==> config.mk <==
export PLATFORM = sky130hd
export DESIGN_NAME = apr_event_ctl
export DESIGN_NICKNAME = d
export VERILOG_FILES = /design/src/rtl/apr_event_ctl.sv
export SDC_FILE = /design/constraint.sdc
export NUM_CORES = 1
export LEC_CHECK = 0
export ABC_AREA = 1
export CAP_MARGIN = 10
export CORE_UTILIZATION = 25
export DETAILED_ROUTE_END_ITERATION = 12
export PLACE_DENSITY_LB_ADDON = 0.05
export RECOVER_POWER = 100
export SETUP_SLACK_MARGIN = 0.05
export SYNTH_ARGS = -nofsm -noshare
export SYNTH_HDL_FRONTEND = slang
export SYNTH_SLANG_ARGS = --single-unit
==> constraint.sdc <==
create_clock -name clk -period 1.7 [get_ports clk]
set_input_delay 0.34 -clock clk [delete_from_list [all_inputs] [get_ports clk]]
set_output_delay 0.34 -clock clk [all_outputs]
set_load 0.02 [all_outputs]
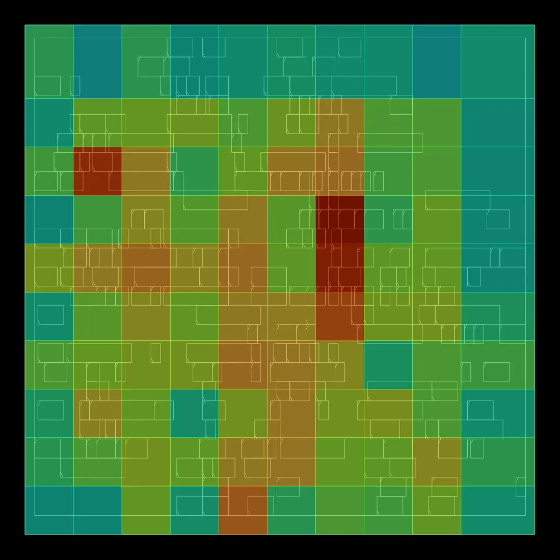
*Track usage over the die*
overall routing resource usage: 14.7%
Routed wire per std cell: 11.6 um
met1 Resource Use GR: 18.2%
met3 global-route usage: 2.22%

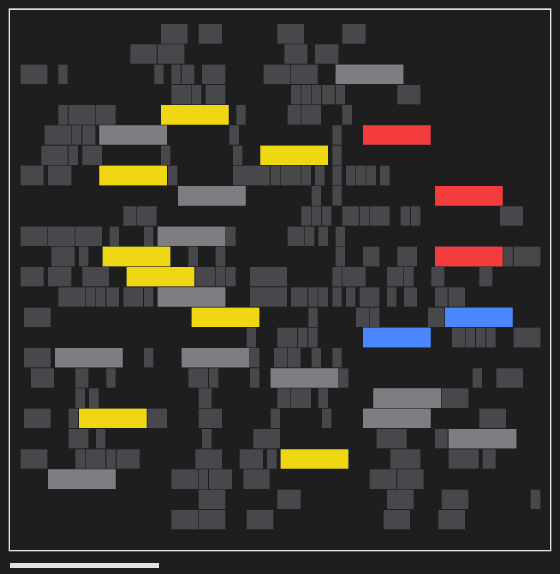
*Sequential cells coloured by netlist name*
The bar under the picture is 20 um long.
`irq_chan` -> red  # sequential cells 3
`flags` -> yellow  # sequential cells 8
`state_r` -> blue  # sequential cells 2
not coloured = 12
flip-flop and latch power: 0.000765 W
Final Util: 40.7%
sequential cell area share: 32.3%
Sequential cell area: 626 um^2

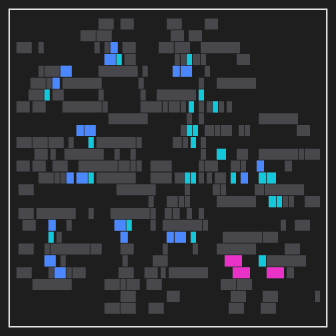
*Gate families picked out*
nor cells -> cyan  # cells 23, most used nor2_1
aoi and oai cells -> blue  # cells 19, most used o21ai_0
mux cells -> magenta  # cells 3, most used mux2_2
final cell count without fillers: 287
Comb/total area: 27.6%

==> run summary <==
Implementation status.

- Per the OpenROAD floorplan log, the height of the die is between 70 and 80 um.
- For this design, the sink count on the clock tree is 25.
- According to the timing report, the arrival time at the worst endpoint equals about 1.3 ns.
- The tightest slew margin relative to the limit is ~55%.
- The routed wirelength on the met1 layer is recorded as roughly 1600 um.
- The leading register cell type out of synthesis is sky130_fd_sc_hd__dfrtp_1.
- For the completed layout, the total cell area is recorded as about 1900 um^2.
- The number of buffers inserted to repair setup after CTS is 0.
- The leakage dissipation is roughly 0.9 nW.
- The net load switching power is about 0.00070 W.
- Counting the warning lines in the Yosys log gives 0.
- For the pin with the worst max-slew slack, the measured transition is 0.677 ns.
- The data required time of the critical path is roughly 1.4 ns.
- In this run the tools logged warnings totalling 26.
- By count the netlist is led by 38 x sky130_fd_sc_hd__nand2_1, 25 x sky130_fd_sc_hd__dfrtp_1, 19 x sky130_fd_sc_hd__nor2_1.
- The final worst-path setup slack is just over 0.08 ns.
- According to the cell report, flip-flops and latches in the layout number 25.
- The biggest fanout along the worst timing path is 2.
- Clock cells make up about 2.3% of the layout cell area.
- Leaving out fill and tap cells, the most frequent cell in the layout is sky130_fd_sc_hd__nand2_1.
- Buffers inserted to repair hold after CTS numbered 0.
- By area, flip-flops and latches come first.
- In this run, the synthesized area fraction spent on xor and xnor cells is recorded as 0%.
- Looking at the VDD voltage map, the peak drop is 0.310 mV.
- Per the cell usage report, the commonest logic cells after layout are 39 x sky130_fd_sc_hd__nand2_1, 25 x sky130_fd_sc_hd__dfrtp_1, 25 x sky130_fd_sc_hd__clkdlybuf4s50_1.
- The maximum buffer depth of the clock tree is 2.
- The kind of cell with the highest combined delay on the critical path is buffers and inverters.
- Looking at the clock tree report, the root buffer type is sky130_fd_sc_hd__clkbuf_8.
- By area, the combinational part of the netlist is dominated by simple AND/OR/NAND/NOR gates.
- STA reports the tightest min-delay check as being of type reg -> reg.
- The power report lists the clock group at roughly 0.00035 W.
- The area of the placeable core is ~4800 um^2.
- The TritonCTS buffer count is 3.
- The script parses the final routing iteration and logs DRC violations as 0.
- The number of global-route vias before repair was about 1400.
- The run finished with clean final reports.
- The overall via count from detail_route is 1269.
- The number of vias per cell is around 4.4.
- The time the worst path needs with I/O delays and setup is between 1.5 and 2 ns.
- The clock network latency to the later pin of the worst-skew pair is approximately 0.26 ns.
- The post-cts resize count is 23.
- The proportion of power drawn by the clock network is 18.2%.
- The tool flagged a number of max-cap violations equal to 0.
- The layout cell share with drive strength beyond 1 is around 9.1%.
- Sequential elements use 50.3% of the synthesized area.
- Per the layout report, the design carries 4 clock buffers.
- The power report lists the combinational group at 0.000792 W.
- The number of synthesized register bits is 25.
- The busiest layer in global routing is met2.
- Setup repair after global routing left no endpoint under its margin.
- The post-synthesis cell count from yosys is 149.
- Entering global routing, the biggest net connects 26 pins.
- The fraction of the cycle the final worst path needs is about 95%.
- After layout, the buffer instance count without clock buffers stands at roughly 72.
- The global-route met2 utilization is between 20% and 30%.
- The floorplan has 25 rows.
- The finished design was reported to have a net count of about 250.
- Per the post-synthesis report, the number of cells in the design is approximately 150.
- The top-level port count is 52.
- On the final layout, the worst hold slack is approximately 0.46 ns.
Power figures rest on the tool's default switching activity, not on a simulated workload.
